`config.mk`:
```
export PLATFORM = sky130hd
export DESIGN_NAME = stdmacro_rstgen
export DESIGN_NICKNAME = d
export VERILOG_FILES = /design/src/rtl/stdmacro_rstgen.sv
export SDC_FILE = /design/constraint.sdc
export NUM_CORES = 1
export LEC_CHECK = 0
export CAP_MARGIN = 20
export CORE_MARGIN = 3
export CORE_UTILIZATION = 58
export DETAILED_ROUTE_END_ITERATION = 16
export PLACE_DENSITY = 0.85
export SYNTH_ARGS = -nofsm -noshare
export SYNTH_HDL_FRONTEND = slang
export SYNTH_SLANG_ARGS = --single-unit
```
`constraint.sdc`:
```
create_clock -name clk -period 4.66 [get_ports clk]
set_clock_uncertainty 0.15 [all_clocks]
set_input_delay 1.398 -clock clk [delete_from_list [all_inputs] [get_ports clk]]
set_output_delay 1.398 -clock clk [all_outputs]
set_load 0.03 [all_outputs]
```
`src/rtl/stdmacro_rstgen.sv`:
```
`default_nettype none
// ============================================================================
// Module   : stdmacro_rstgen
// Purpose  : Reset generator / sequencer for one clock domain. Produces
//            NUM_OUTPUTS active-low reset lines with asynchronous assertion,
//            synchronous deassertion, a minimum-width stretch and staggered
//            release (bit 0 first). Also services a level software reset
//            request with a four-phase req/ack handshake.
// Ports    : clk         - sole clock
//            aresetn     - asynchronous active-low raw reset
//            sw_rst_req  - software reset request (level, synchronous to clk)
//            sw_rst_ack  - high while a software reset is being held
//            rst_out_n   - sequenced active-low reset lines
//            rst_done    - high once every line is released
// Revision : 1.0 - initial release
// ============================================================================
module stdmacro_rstgen #(
  parameter int SYNC_STAGES    = 2,
  parameter int STRETCH_CYCLES = 16,
  parameter int STEP_CYCLES    = 4,
  parameter int NUM_OUTPUTS    = 4
) (
  input  logic                   clk,
  input  logic                   aresetn,
  input  logic                   sw_rst_req,
  output logic                   sw_rst_ack,
  output logic [NUM_OUTPUTS-1:0] rst_out_n,
  output logic                   rst_done
);

  // Counter sized so it can hold the larger of the two terminal counts.
  localparam int c_cnt_max = (STRETCH_CYCLES > STEP_CYCLES) ? STRETCH_CYCLES : STEP_CYCLES;
  localparam int c_cnt_w   = $clog2(c_cnt_max + 1);

  localparam logic [c_cnt_w-1:0] c_stretch_last = c_cnt_w'(STRETCH_CYCLES - 1);
  localparam logic [c_cnt_w-1:0] c_step_last    = c_cnt_w'(STEP_CYCLES - 1);
  localparam logic [c_cnt_w-1:0] c_cnt_one      = c_cnt_w'(1);

  typedef enum logic [2:0] {
    S_SYNC    = 3'd0,
    S_STRETCH = 3'd1,
    S_RELEASE = 3'd2,
    S_RUN     = 3'd3,
    S_HOLD    = 3'd4
  } state_t;

  state_t                 r_state, w_state_nxt;
  logic [c_cnt_w-1:0]     r_cnt, w_cnt_nxt;
  logic [SYNC_STAGES-1:0] r_sync;
  logic [NUM_OUTPUTS-1:0] r_rst_out_n, w_rst_out_n_nxt;
  logic                   r_rst_done, w_rst_done_nxt;
  logic                   r_sw_rst_ack, w_sw_rst_ack_nxt;
  logic                   w_sync_ok;
  logic [NUM_OUTPUTS-1:0] w_out_shift;

  assign w_sync_ok = r_sync[SYNC_STAGES-1];

  // Next release pattern: shift a 1 in from the bottom so bits release in
  // ascending order. Works unchanged for a single output.
  assign w_out_shift = (r_rst_out_n << 1) | NUM_OUTPUTS'(1);

  // Deassertion synchronizer: constant 1 shifted through, cleared async.
  always_ff @(posedge clk or negedge aresetn) begin
    if (!aresetn) begin
      r_sync <= '0;
    end else begin
      r_sync <= {r_sync[SYNC_STAGES-2:0], 1'b1};
    end
  end

  // State, counter and output flops. Outputs come straight from these flops.
  always_ff @(posedge clk or negedge aresetn) begin
    if (!aresetn) begin
      r_state      <= S_SYNC;
      r_cnt        <= '0;
      r_rst_out_n  <= '0;
      r_rst_done   <= 1'b0;
      r_sw_rst_ack <= 1'b0;
    end else begin
      r_state      <= w_state_nxt;
      r_cnt        <= w_cnt_nxt;
      r_rst_out_n  <= w_rst_out_n_nxt;
      r_rst_done   <= w_rst_done_nxt;
      r_sw_rst_ack <= w_sw_rst_ack_nxt;
    end
  end

  always_comb begin
    w_state_nxt      = r_state;
    w_cnt_nxt        = r_cnt;
    w_rst_out_n_nxt  = r_rst_out_n;
    w_rst_done_nxt   = r_rst_done;
    w_sw_rst_ack_nxt = r_sw_rst_ack;

    // A software request takes priority over sequencing in every state after
    // SYNC; already released lines drop back to asserted.
    if (sw_rst_req && (r_state == S_STRETCH || r_state == S_RELEASE || r_state == S_RUN)) begin
      w_state_nxt      = S_HOLD;
      w_cnt_nxt        = '0;
      w_rst_out_n_nxt  = '0;
      w_rst_done_nxt   = 1'b0;
      w_sw_rst_ack_nxt = 1'b1;
    end else begin
      case (r_state)
        S_SYNC: begin
          if (w_sync_ok) begin
            w_state_nxt = S_STRETCH;
            w_cnt_nxt   = '0;
          end
        end
        S_STRETCH, S_RELEASE: begin
          if (r_cnt == ((r_state == S_STRETCH) ? c_stretch_last : c_step_last)) begin
            // Release the next line; the last one also flags completion.
            w_cnt_nxt       = '0;
            w_rst_out_n_nxt = w_out_shift;
            if (&w_out_shift) begin
              w_rst_done_nxt = 1'b1;
              w_state_nxt    = S_RUN;
            end else begin
              w_state_nxt    = S_RELEASE;
            end
          end else begin
            w_cnt_nxt = r_cnt + c_cnt_one;
          end
        end
        S_RUN: begin
        end
        S_HOLD: begin
          if (!sw_rst_req) begin
            w_sw_rst_ack_nxt = 1'b0;
            w_state_nxt      = S_STRETCH;
            w_cnt_nxt        = '0;
          end
        end
        default: begin
          w_state_nxt = S_SYNC;
        end
      endcase
    end
  end

  assign rst_out_n  = r_rst_out_n;
  assign rst_done   = r_rst_done;
  assign sw_rst_ack = r_sw_rst_ack;

endmodule
`default_nettype wire

```
==> GITHUB_STEP_SUMMARY, run 1 <==
## Synthesis and layout report

| Metric | Value |
|---|---|
| CP max FO | `12` |
| Most frequent logic cell in the layout | `dfrtp_1` |
| Most numerous logic cells after layout | `dfrtp_1, clkdlybuf4s50_1, o21ai_0, nand3_1` |
| Synth Area per Inst | `10.51 sq um` |
| Layout Nets | `just over 90` |
| Final worst setup slack | `1.614 ns` |
| Global routing usage on met2 | `28.08%` |
| Worst slack, placed | `1.337 ns` |
| Final Hold Viols | `0` |
| DP Area | `roughly 920 sq um` |
| Area contributors post-synth | `dfrtp_1, nand3_1, o21ai_0` |
| Worst Setup EP | `r_state[0]` |
| Max-area cell share | `46.44%` |
| Post-Synthesis Net Count | `between 80 and 90` |
| Max_cap viols | `0` |
| Diode count | `0` |
| Largest net degree at the start of global routing | `17` |
| Drt first pass iters | `4` |
| Share of cells above drive strength 1 | `a little over an eighth` |
| H-tree Lvls | `1` |
| Post-Layout Cell Count | `103` |
| Hold path cells | `0` |
| GRT Total Usage | `between 15 and 20%` |
| Unrepaired setup endpoints after global routing | `no` |
| Finished Cell Area | `957.2 sq um` |
| Dpl cells | `99` |
| Number of setup buffers added after CTS | `0` |
| P_sw | `0.1585 mW` |
| Row count | `13` |
| Slowest stage cell on the critical path | `clkdlybuf4s50_1` |
| Switching Fraction | `36.37%` |
| CTS Hold Bufs | `0` |
| Biggest area consumer among synthesized cells | `dfrtp_1` |
| Latency at later pin | `0.29 ns` |
| Clk buf depth | `2` |
| Pwr dens | `455.4 nW/um^2` |
| Synthesized instance count | `82` |
| CP delay by family, top | `buffers and inverters` |
| Syn. warnings | `0` |
| Fin util | `70.90%` |
| I/O pins | `9` |
| Post-synth EDFFs | `0` |
| Run status | `complete, no violations` |
| CP Buf/Inv Count | `1` |
| First-pass GRT wire length | `2677 microns` |
| Post-route clock period utilization | `65.37%` |
| Die height | `44.56 microns` |
| Synth cell count leaders | `dfrtp_1, nand3_1, o21ai_0` |
| Post-route DRC | `0` |
| CP startpoint kind | `input pin` |
| Area Overhead vs Synth | `11.03%` |
| Initial detailed-routing violation count | `26` |
| Hold WC Path Type | `reg -> reg` |
| Vias in the first global route | `600` |
| Core area | `1350 sq um` |
| Placer's final routability congestion estimate | `0.7428` |
| Post-DRT Antenna Nets | `0` |
| Log Warnings | `26` |
| Fillers | `103` |
| Initial antenna violation count | `0` |
| Final WL | `1610 microns` |
| Clk pin slew, worst setup/hold paths | `0.09 ns` |
| Number of cells on the critical path | `4` |
| Num CTS Buffers | `3` |
| Cell with the most instances after synthesis | `dfrtp_1` |
| Chip Area | `~2000 sq um` |
| RR Startpoint | `r_state[2]` |
| Min Hold Slack | `0.2095 ns` |
| Clock Power Share | `20.9%` |
| Critical Path Max Stage Delay | `0.58 ns` |
| Worst slew pin tran | `0.6714 ns` |
| Share of power burned in registers | `45.1%` |
| Vias per inst | `~6.4` |
| Maximum VDD drop | `0.0002386 V` |
| M3 GR Usage | `6.098%` |
==> run 1: final cells by class <==
class | instances | area [sq um] | share of cell area (%)
Clock buffer | 4 | 36.28 | 3.791
Inverter | 1 | 3.754 | 0.3922
Multi-Input combinational cell | 59 | 417.9 | 43.66
Sequential cell | 16 | 400.4 | 41.83
Tap cell | 15 | 18.77 | 1.961
Timing Repair Buffer | 8 | 80.08 | 8.366
==> run 1: state kept, by name, indices dropped and copies added, names as in the netlist <==
signal	flops
r_state	3
rst_done	1
sw_rst_ack	1
r_sync	2
rst_out_n	4
r_cnt	5
==> run 1: power groups by stage <==
stage | sequential (mW) | clock, mW | combinational, mW
6_report | 0.196 | 0.0912 | 0.148
5_1_grt | 0.201 | 0.0983 | 0.163
4_1_cts | 0.196 | 0.0936 | 0.149
3_5_place_dp | 0.198 | 0 | 0.147
3_3_place_gp | 0.195 | 0 | 0.141
2_1_floorplan | 0.187 | 0 | 0.134
==> run 1: logic make-up (layout without fill, tap and decap cells) <==
logic type                 after synthesis  after routing  synth area share (%)
AOI/OAI and AO/OA                       21             21                 17.27
muxes                                    3              3                 3.918
buffers and inverters                    7             13                 5.078
other                                    1              1                0.4350
and+or+nand+nor                         32             32                 24.39
xor gates and xnor gates                 1              1                 1.016
adders and majority gates                1              1                 1.451
DFF                                     16             16                 46.44
==> run 1: worst register-to-register path, delay by kind of cell (launching register included) <==
kind | cells | cell delay, ns
simple gates | 1 | 0.62
flops | 1 | 0.52
mux | 1 | 0.33
compound gates | 2 | 0.24
==> run 1: layer usage <==
| metal | part of all wire, % | vias up |
|---|---|---|
| met5 | 0 | - |
| li1 | - | 322 |
| met1 | 46 | 316 |
| met3 | 5.0 | 4 |
| met4 | 1.8 | 0 |
| met2 | 47 | 21 |
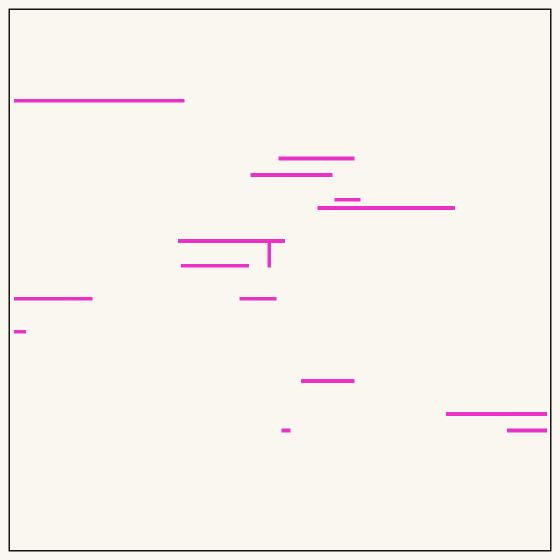
Fig. 1. Signal wires on met3 (run 1).
wire length on this layer: 80.0 microns
longest straight run: 13.8 microns
nets with wire on the layer: 11
share of all routed wire: 5.0%
main direction: horizontal

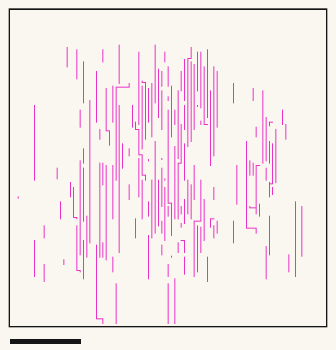
Fig. 2. The metal 2 layer (run 1).
Bar = 10 microns.
share of all routed wire: 47%
nets with wire on the layer: 77
main direction: vertical
wire length on this layer: 755 microns

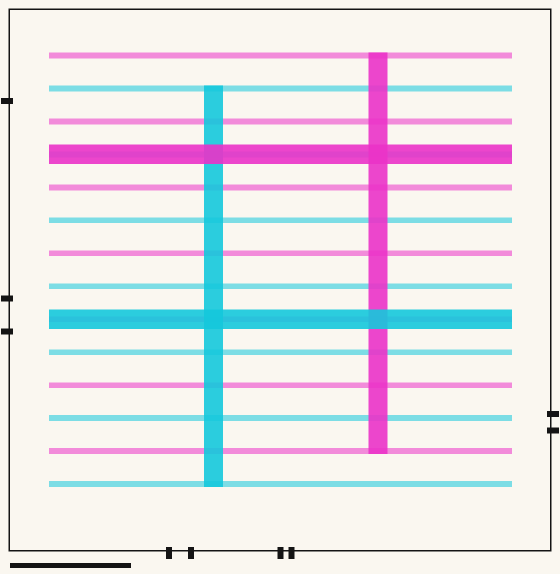
Fig. 3. Floorplan with the power grid (run 1).
Bar = 10 microns. Pins as bars on the die edge.
legend:
  cyan:
    net: VSS
  magenta:
    net: VDD
met5 straps: 2
signal pins: 9
rows: 13

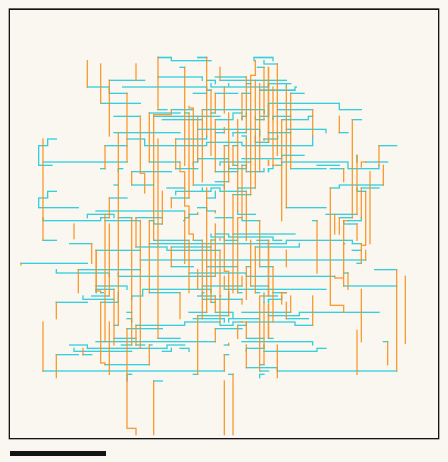
Fig. 4. Routed metal, one color a layer (run 1).
Bar = 10 microns. Two of the layers only.
legend:
  orange:
    layer: metal 2
    wire_length: 755 microns
  cyan:
    layer: metal 1
    wire_length: 747 microns

==> inputs of run 2 (changes only) <==
--- a/config.mk
+++ b/config.mk
@@ -7,9 +7,9 @@
 export LEC_CHECK = 0
 export CAP_MARGIN = 20
 export CORE_MARGIN = 3
-export CORE_UTILIZATION = 58
+export CORE_UTILIZATION = 53
 export DETAILED_ROUTE_END_ITERATION = 16
-export PLACE_DENSITY = 0.85
+export PLACE_DENSITY = 0.79
 export SYNTH_ARGS = -nofsm -noshare
 export SYNTH_HDL_FRONTEND = slang
 export SYNTH_SLANG_ARGS = --single-unit
==> constraint.sdc (replaced) <==
create_clock -name clk -period 2.97 [get_ports clk]
set_clock_uncertainty 0.15 [all_clocks]
set_input_delay 0.891 -clock clk [delete_from_list [all_inputs] [get_ports clk]]
set_output_delay 0.891 -clock clk [all_outputs]
set_load 0.03 [all_outputs]
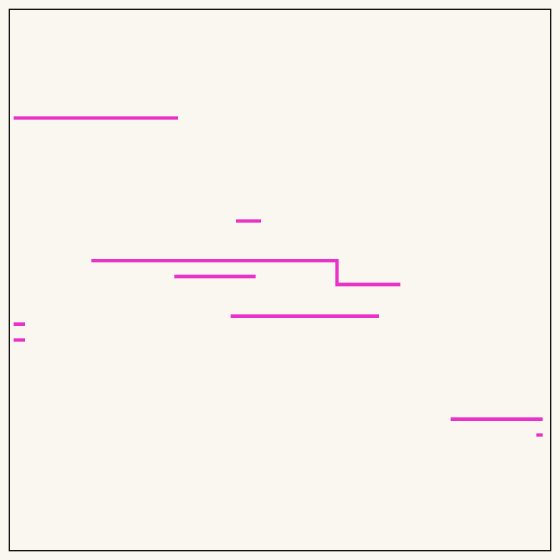
Fig. 5. Signal wires on met3 (run 2).
longest straight run: 20.9 microns
nets with wire on the layer: 8
share of all routed wire: 4.7%

==> run 2 against run 1 <==
  * Utilization down 3.2 points
  * Routed wire length is 5.2% lower
  * Final area grew 0.13%
  * Critical path depth decreased by 3
  * Critical path type is now reg -> out
  * Largest cell class unchanged
  * Clock-buffer cell count shrank 1
==> GITHUB_STEP_SUMMARY, run 2 <==
## Synthesis and layout report

| Metric | Value |
|---|---|
| Post-route DRC | `0` |
| Layout Nets | `about 95` |
| CTS Hold Bufs | `0` |
| Initial detailed-routing violation count | `14` |
| DP Area | `935.9 sq um` |
| CP delay by family, top | `buffers and inverters` |
| Max_cap viols | `0` |
| Max-area cell share | `46.44%` |
| Vias in the first global route | `between 500 and 600` |
| Synth Area per Inst | `approximately 11 sq um` |
| Largest net degree at the start of global routing | `17` |
| Final Hold Viols | `0` |
| Placer's final routability congestion estimate | `0.7819` |
| Slowest stage cell on the critical path | `clkdlybuf4s50_1` |
| Hold WC Path Type | `reg -> reg` |
| Post-Synthesis Net Count | `86` |
| M3 GR Usage | `5.859%` |
| Wl on met1 | `795 microns` |
| GRT overflow | `0` |
| Vias | `639` |
| Largest reg by FF count | `r_cnt` |
| Final WL | `1527 microns` |
| Drt first pass iters | `4` |
| Floorplan utilization | `60.92%` |
| Synth cell count leaders | `dfrtp_1, nand3_1, o21ai_0` |
| Biggest area consumer among synthesized cells | `dfrtp_1` |
| Area Overhead vs Synth | `11.18%` |
| Die height | `46.33 microns` |
| Most frequent logic cell in the layout | `dfrtp_1` |
| Highest clock rate | `0.4132 GHz` |
| Cell with the most instances after synthesis | `dfrtp_1` |
| CP Buf/Inv Count | `1` |
| Post-DRT Antenna Nets | `0` |
| Latency at later pin | `~0.29 ns` |
| Post-CTS sizing | `0` |
| Syn. warnings | `0` |
| CP max FO | `4` |
| Endpoints failing setup | `0` |
| Clock sink total | `16` |
| Critical Path Max Stage Delay | `0.69 ns` |
| Top Usage Layer GRT | `met1` |
| Unrepaired setup endpoints after global routing | `no` |
| Crit path DRT | `slightly below 2 ns` |
| Clk buf depth | `2` |
| Finished Cell Area | `958.4 sq um` |
| Vias per inst | `between 6 and 7` |
| Post-route clock period utilization | `81.48%` |
| H-tree Lvls | `1` |
| Yosys cell types | `about 40` |
| Global routing usage on met2 | `24.18%` |
| Post-DP HPWL | `1080 microns` |
| Area reported by Yosys stat | `862.1 sq um` |
| Diode count | `0` |
| GRT Total Usage | `17.70%` |
| Most numerous logic cells after layout | `dfrtp_1, clkdlybuf4s50_1, o21ai_0, nand3_1` |
| I/O pins | `9` |
| Log Warnings | `26` |
| Highest routed metal layer | `met4` |
| Tot Pwr | `approximately 0.65 mW` |
| Worst slew pin tran | `0.7056 ns` |
| Fin util | `between 60% and 70%` |
| Area contributors post-synth | `dfrtp_1, nand3_1, o21ai_0` |
| Num CTS Buffers | `3` |
| Number of setup buffers added after CTS | `0` |
| Clk pin slew, worst setup/hold paths | `approximately 0.090 ns` |
| First-pass GRT wire length | `2684 microns` |
| Pwr dens | `roughly 680 nW/um^2` |
| Min Hold Slack | `0.2026 ns` |
| Post-synth EDFFs | `0` |
| Row count | `13` |
| Leakage | `0.4024 nW` |
| Ys async rst share | `100.0%` |
| Run status | `complete, no violations` |
| Minimum clock period | `2.420 ns` |
| Synthesized instance count | `82` |
| CP startpoint kind | `flop` |
| Core area | `1415 sq um` |
| Chip Area | `2146 sq um` |
| WL met2 | `646 microns` |
| Met3 wire length | `72 microns` |
| Maximum VDD drop | `0.0004949 V` |
| Share of cells above drive strength 1 | `14.61%` |
| Initial antenna violation count | `0` |
| WL/cell | `14.68 microns` |
| Max FFs per register | `5` |
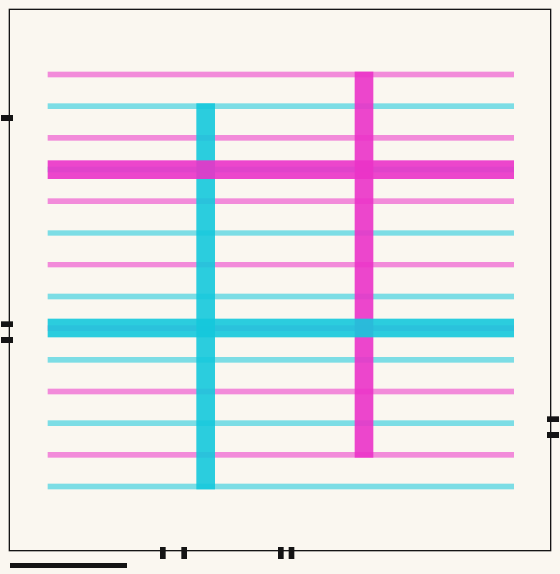
Fig. 6. Floorplan with the power grid (run 2).
Bar = 10 microns. Pins as bars on the die edge.
legend:
  magenta:
    net: VDD
  cyan:
    net: VSS
rows: 13
signal pins: 9
met1 rails: 14
met5 straps: 2

==> run 2: cell counts after synthesis <==
No cell type changed its count.
==> run 2: final cells by class <==
cell class | instances | area [sq um]
multi-input cells | 59 | 417.9
fillers | 116 | 456.7
flip-flops and latches | 16 | 400.4
clock buffers | 3 | 22.52
inverters | 1 | 3.754
repair buffers | 10 | 95.09
well taps | 15 | 18.77
==> run 2: power breakdown <==
| group | leakage, nW | internal (mW) | switching [mW] |
|---|---|---|---|
| Combinational | 0.177 | 0.113 | 0.127 |
| Clock | 0.0138 | 0.0471 | 0.0630 |
| Sequential | 0.211 | 0.253 | 0.0517 |
| Total | 0.402 | 0.413 | 0.241 |
==> run 2: logic make-up after synthesis <==
family / Yosys count / synth area share (%)
and+or+nand+nor: 32 / 24.39
adders and majority gates: 1 / 1.451
buffers and inverters: 7 / 5.078
muxes: 3 / 3.918
xor gates and xnor gates: 1 / 1.016
AOI/OAI and AO/OA: 21 / 17.27
other: 1 / 0.4350
DFF: 16 / 46.44
==> run 2: through the flow <==
step,instances,worst slack (ns)
2_1_floorplan,82,0.8440
5_1_grt,104,0.4990
4_1_cts,104,0.5462
6_report,104,0.5499
3_3_place_gp,101,0.3542
3_5_place_dp,101,0.3278
==> run 2: path summary, 6_finish.rpt <==
path	startpoint	to	slack [ns]	cells past startpoint
worst max-delay path	rst_out_n[0]	rst_out_n[0]	0.55	1
worst min-delay path	r_sync[0]	r_sync[1]	0.20	0
worst max register to register	r_state[2]	r_state[0]	1.02	4
worst min register to register	r_sync[0]	r_sync[1]	0.20	0
max in group asynchronous	aresetn	r_sync[1]	1.34	1
min in group asynchronous	aresetn	sw_rst_ack	0.87	1
Fig. 7: run 2, routed metal, one color a layer
Bar = 10 microns. Two of the layers only.
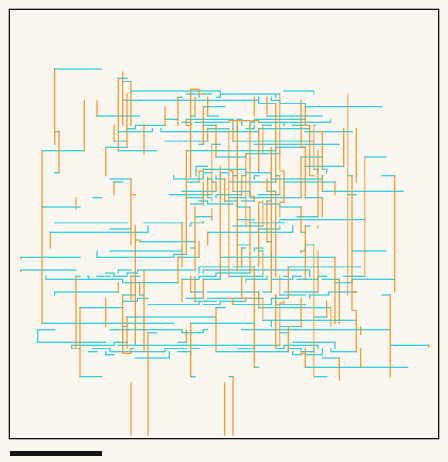

==> inputs of run 3 (changes only) <==
--- a/config.mk
+++ b/config.mk
@@ -7,9 +7,9 @@
 export LEC_CHECK = 0
 export CAP_MARGIN = 20
 export CORE_MARGIN = 3
-export CORE_UTILIZATION = 53
+export CORE_UTILIZATION = 48
 export DETAILED_ROUTE_END_ITERATION = 16
-export PLACE_DENSITY = 0.79
+export PLACE_DENSITY = 0.76
 export SYNTH_ARGS = -nofsm -noshare
 export SYNTH_HDL_FRONTEND = slang
 export SYNTH_SLANG_ARGS = --single-unit
==> constraint.sdc (replaced) <==
create_clock -name clk -period 2.2 [get_ports clk]
set_clock_uncertainty 0.15 [all_clocks]
set_input_delay 0.66 -clock clk [delete_from_list [all_inputs] [get_ports clk]]
set_output_delay 0.66 -clock clk [all_outputs]
set_load 0.03 [all_outputs]
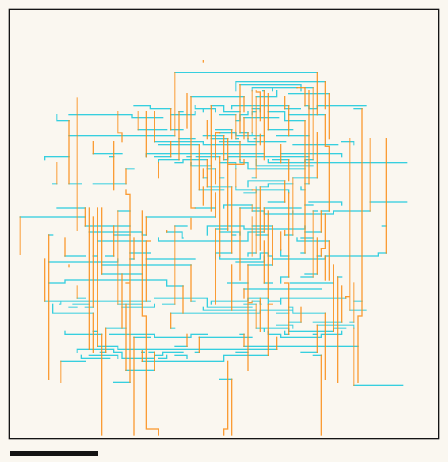
Fig. 8. Routed metal, one color a layer (run 3).
Bar = 10 microns. Two of the layers only.
legend:
  cyan:
    layer: metal 1
    wire_length: 793 microns
  orange:
    layer: metal 2
    wire_length: 790 microns

==> run 3 against run 2 <==
  * Worst setup slack worse by 0.49 ns
  * Combinational power up 38%
  * Sequential share of layout area decreased by 2.0 points
  * Sequential power grew 35%
  * Register-to-register slack worse by 0.79 ns
  * Worst hold slack better by 0.0074 ns
  * First-iteration DRC count grew 21%
  * Final cell count increased by 12%
  * Final area grew 5.0%
  * Utilization is 4.6 points lower
  * Flip-flop count stayed put
  * Non-clock buffer count rose by 2
  * Largest cell class unchanged
  * Highest routed layer unchanged
==> GITHUB_STEP_SUMMARY, run 3 <==
## Synthesis and layout report

| Metric | Value |
|---|---|
| Yosys cell types | `~40` |
| Min Hold Slack | `0.2100 ns` |
| Post-Synthesis Net Count | `86` |
| Dpl cells | `112` |
| Latency at later pin | `0.29 ns` |
| Most frequent logic cell in the layout | `dfrtp_1` |
| Vias | `663` |
| DP Area | `962.2 sq um` |
| Post-route DRC | `0` |
| Row count | `14` |
| Run status | `complete, no violations` |
| Pwr dens | `930.8 nW/um^2` |
| Minimum clock period | `2.140 ns` |
| Cell with the most instances after synthesis | `dfrtp_1` |
| First-pass GRT wire length | `2925 microns` |
| Register area | `~400 sq um` |
| CP startpoint kind | `input pin` |
| Fillers | `129` |
| Critical register-to-register path endpoint | `r_state[0]` |
| Post-DRT Antenna Nets | `0` |
| Worst slack, placed | `-0.2416 ns` |
| Largest reg by FF count | `r_cnt` |
| Post-Layout Cell Count | `116` |
| H-tree Lvls | `1` |
| Area contributors post-synth | `dfrtp_1, nand3_1, o21ai_0` |
| Max_cap viols | `0` |
| Layout Nets | `between 90 and 100` |
| GRT Total Usage | `around 16%` |
| Vias per inst | `5.716` |
| Leakage | `~0.46 nW` |
| CTS Hold Bufs | `0` |
| Share of cells above drive strength 1 | `between 10% and 20%` |
| Most numerous logic cells after layout | `dfrtp_1, o21ai_0, nand3_1, clkdlybuf4s50_1, buf_4` |
| Highest clock rate | `0.4672 GHz` |
| Final Hold Viols | `0` |
| Largest net degree at the start of global routing | `17` |
| Syn. warnings | `0` |
| Finished Cell Area | `1006 sq um` |
| Final worst setup slack | `between 0.05 and 0.06 ns` |
| Initial detailed-routing violation count | `17` |
| Hold WC Path Type | `reg -> reg` |
| Clk buf depth | `2` |
| Min-Delay Endpoint | `r_sync[1]` |
| Reg2Reg Depth | `4` |
| Unrepaired setup endpoints after global routing | `no` |
| Drt first pass iters | `4` |
| Vias in the first global route | `about 660` |
| Log Warnings | `26` |
| GRT overflow | `0` |
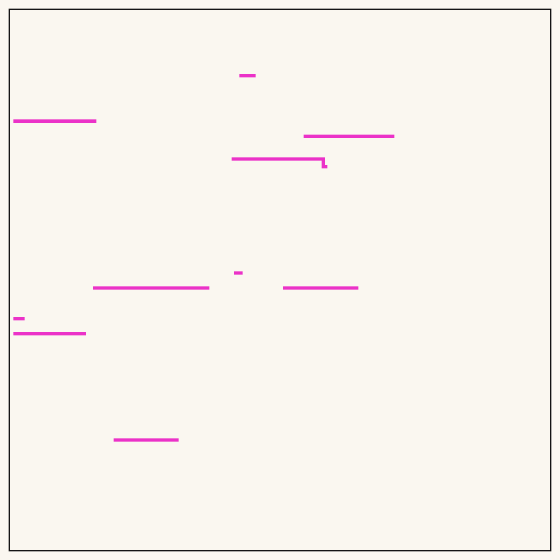
Fig. 9. Signal wires on met3 (run 3).
share of all routed wire: 3.3%
main direction: horizontal

[run 3: worst max-delay path by stage]
stage                  from           end  cells past startpoint
3_3_place_gp     sw_rst_req    r_state[0]                      5
2_1_floorplan    sw_rst_req    r_state[0]                      4
4_1_cts        rst_out_n[2]  rst_out_n[2]                      1
5_1_grt          sw_rst_req    r_state[0]                      5
6_report         sw_rst_req    r_state[0]                      5
3_5_place_dp     sw_rst_req      r_cnt[3]                      6
[run 3: power breakdown]
group,total (mW),leakage [nW],internal (mW),switching (mW)
sequential,0.411,0.211,0.342,0.0686
combinational,0.331,0.227,0.155,0.175
clock,0.195,0.0210,0.101,0.0942
total,0.936,0.459,0.598,0.338
[run 3: critical path: cells and delay by family]
family	cells	cell delay, ns
muxes	1	0.33
buffers and inverters	1	0.48
and+or+nand+nor	1	0.50
AOI/OAI and AO/OA	2	0.20
[run 3: timing repair]
item / CTS / global route
hold endpoints to repair: 0 / 0
setup endpoints to repair: 2 / 5
cloned: 0 / 0
resized: 2 / 4
buffers inserted: 0 / 0
[run 3: cell type report]
cell class / instances / area share (%)
inverters: 1 / 0.3731
multi-input cells: 59 / 42.04
repair buffers: 12 / 11.19
flip-flops and latches: 16 / 39.80
clock buffers: 4 / 3.607
well taps: 24 / 2.985
[run 3: cell families after synthesis]
family / after synthesis / synth area share, %
xor gates and xnor gates: 1 / 1.016
DFF: 16 / 46.44
muxes: 3 / 3.918
and+or+nand+nor: 32 / 24.39
buffers and inverters: 7 / 5.078
other: 1 / 0.4350
adders and majority gates: 1 / 1.451
AOI/OAI and AO/OA: 21 / 17.27
[run 3: metal layers]
metal	GRT usage, %	share of wire (%)	routed length (microns)	vias up
met2	22.94	48	789	15
li1	-	-	-	324
met3	3.374	3.3	54	2
met4	9.479	1.0	17	0
met1	22.09	48	793	322
met5	0	0	0	-
Power figures rest on the tool's default switching activity, not on a simulated workload.
